Design multicycle_sequencer_flat, sky130hd; sources not shown.
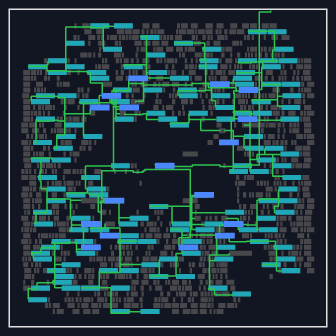
*Routed clock nets over the placement*
Green stands for clock wires, length 1850 um. Cyan stands for flip-flops, count 137. Blue stands for clock-net drivers, count 17.
Position of the flops: all over the die. There are 18 routed clock nets.
P_clk: 1.77 mW
clock power share: 22.8%
clk ins delay skew pair: 0.41 ns
clock skew: 0.008627 ns

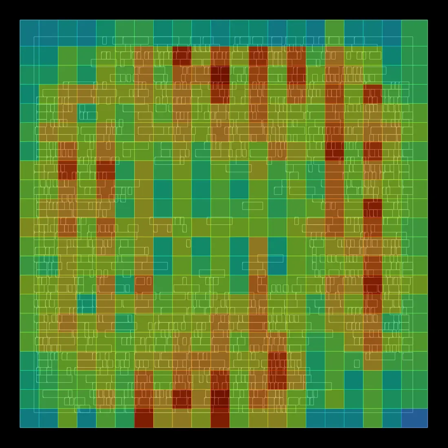
*Track usage over the die*
M3 GR Usage: 5.917%
final core occ: 53.82%
WL/cell: 15.29 um

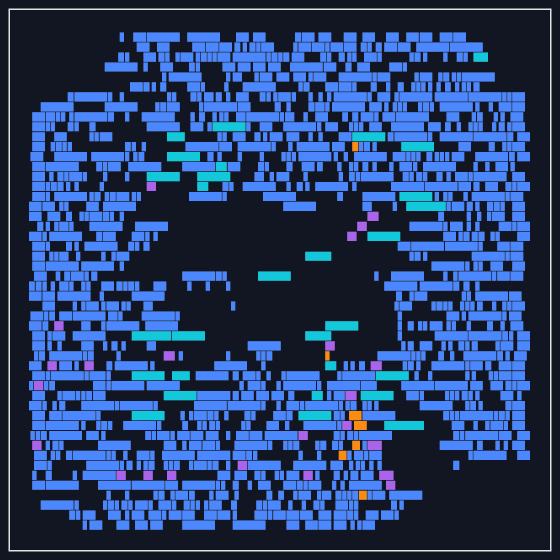
*Drive-strength map*
Orange stands for x2, cells 7, share 0.62%. Blue stands for x1 and smaller, cells 1071, share 95%. Purple stands for x3 and x4, cells 23, share 2.0%. Cyan stands for x6 and larger, cells 29, share 2.6%.
final worst slack: 0.4878 ns
Final Instance Area: 10030 um2

==> impl_metrics.toml <==
# yosys + openroad results
[power_and_ir_drop]
p_sw_mw = 3.134
power_frac_comb_pct = 44.8
combinationalPower_mw = 3.47
power_frac_seq_pct = 32.4
sequentialPower_mw = 2.51
power.density_nw_per_um2 = 771.8
p_sw_share_pct = 40.47
internal_power_mw = 4.610
worst_ir_drop_vdd_v = 0.0003230
cellLeakagePower_nw = 4.867
power_leader = "combinational cells"

[cells_and_area]
drive_above_1_share_pct = 5.221
area_growth_pct = 51.65
instances_no_fill = 1364
lay_top_count = "clkdlybuf4s50_1"
mostFrequentLayoutCells = "clkdlybuf4s50_1 (262), nand2_1 (233), inv_1 (155)"
antenna_cells = 0
fin_nets = 1254

[synthesis]
ys_types = 22
synth_warnings = 0
area_leaders = "dfrtp_1 (52%), nand2_1 (13%), o21ai_0 (9.6%), inv_1 (8.8%), nor2_1 (5.2%)"
yosysChipArea_um2 = 6616
synth_cells = 869
synth_top_cell_by_area = "dfrtp_1"
yosys-stat-cells = 869
top_cell_area_share_pct = 51.82
postSynthAreaPerCell_um2 = 7.614
syn_nets = 1005
ys.flops = 137
synth_area_um2 = 6616
ys_seq_share_pct = 51.82

[routing]
via_per_inst = 4.578
firstDrtPassIters = 5
drt_iter0_drc = 337
vias = 6245
totalWireLength_mm = 20.86
drc = 0
postRouteAntennaNets = 0

[timing]
setup_viol = 0
drv_slew = 0
rsz0062_at_grt = "yes"
fin_setup_tns_ns = 0
period_used_pct = 86.82
timing.hold.ws_ns = 0.3117
period_minus_slack_ns = 3.212
maxSlewHeadroom_pct = 27.17
report.final.hold_viol_count = 0
tightest_slew_ns = 1.092
timing.fmax_mhz = 311.3

[cts]
post_cts_buffers = 0
clock_path_buffers = 2
cts_root_buf = "clkbuf_16"
cts_max_level = 4
cts.sinks = 137
cts_tree = "built"
cts_buffers = 17
path_clk_slew_ns = 0.06

[critical_path]
startpoint_type = "flop"
reg2reg_depth = 6
required_ns = 2.96
path_max_fanout = 35
arrival_ns = 2.47
cp-end-kind = "primary output"
reg2reg_slack_ns = 1.37
crit_type = "reg2out"

[place]
port_buffers = 273
dp_cells = 1333
post-dp-hpwl_mm = 14.73
dp_slack_ns = 0.5352
place.gp.congestion = 0.8192

[floorplan]
fp_util_pct = 35.49
dieWidth_um = 147.5
num_io_pins = 274
die_area_um2 = 21750
die_h_um = 147.5
coreArea_um2 = 18640
rows = 50

[run]
warnings = 29
cap_violations = 0

[global_route]
overflow = 0
grt_usage_pct = 18.99
antenna_found_initial = 0
grt_max_degree = 119
grt_pass1_vias = 6158
grt_pass1_wl_mm = 32.83

[hold_path]
hold_class = "in2async"

[outcome]
outcome = "finished, final reports clean"
[through the flow]
stage | total power [mW] | util [%] | area (um2)
2_1_floorplan | 4.649 | - | 6616
3_5_place_dp | 6.028 | 50.47 | 9409
5_1_grt | 8.291 | 53.82 | 10030
3_3_place_gp | 5.929 | 50.47 | 9409
4_1_cts | 7.845 | 53.81 | 10030
6_report | 7.744 | 53.82 | 10030
[what timing repair did]
item / in CTS / in global routing
resized: 2 / 2
endpoints found under the setup margin: 32 / 33
hold buffers: 0 / 0
[worst max-delay path, cell delays in order, from the launching register on]
cell and delay (ns):
dfrtp_1 0.48, inv_1 0.17, nand3_1 0.20, clkinv_4 0.31
nand2_1 0.08, o21ai_0 0.09, clkdlybuf4s50_1 0.72
[synth_stat cells, drive strengths merged]
master / number
ha: 1
nand3: 40
buf: 38
o21ai: 133
inv: 157
o21bai: 15
nor2: 93
o211ai: 2
xor2: 1
dfrtp: 137
nand2: 235
nand4: 1
a21oi: 2
or2: 1
clkbuf: 13
[cells by family (layout without fill, tap and decap cells)]
family,after synthesis,in the layout,synth area share (%)
compound gates,152,152,12.14
buf+inv,208,469,13.46
fa+ha+maj,1,1,0.1891
flops,137,137,51.82
xor+xnor,1,1,0.1324
simple gates,370,370,22.26
[metal layers]
layer  up-vias  global-route usage, %  wire [um]
met1      2870                  23.43       8682
li1       3133                      -          -
met5         -                      0          0
met4         0                  6.524        482
met3        30                  5.917       1538
met2       212                  31.68      10150
[layout make-up]
cell class	instances	area [um2]
Fill cell	1766	8610
Sequential cell	137	3428
Timing Repair Buffer	281	2786
Multi-Input combinational cell	524	2315
Inverter	157	594.3
Clock buffer	19	452.9
Tap cell	234	292.8
Clock inverter	12	163.9
Power figures rest on the tool's default switching activity, not on a simulated workload.
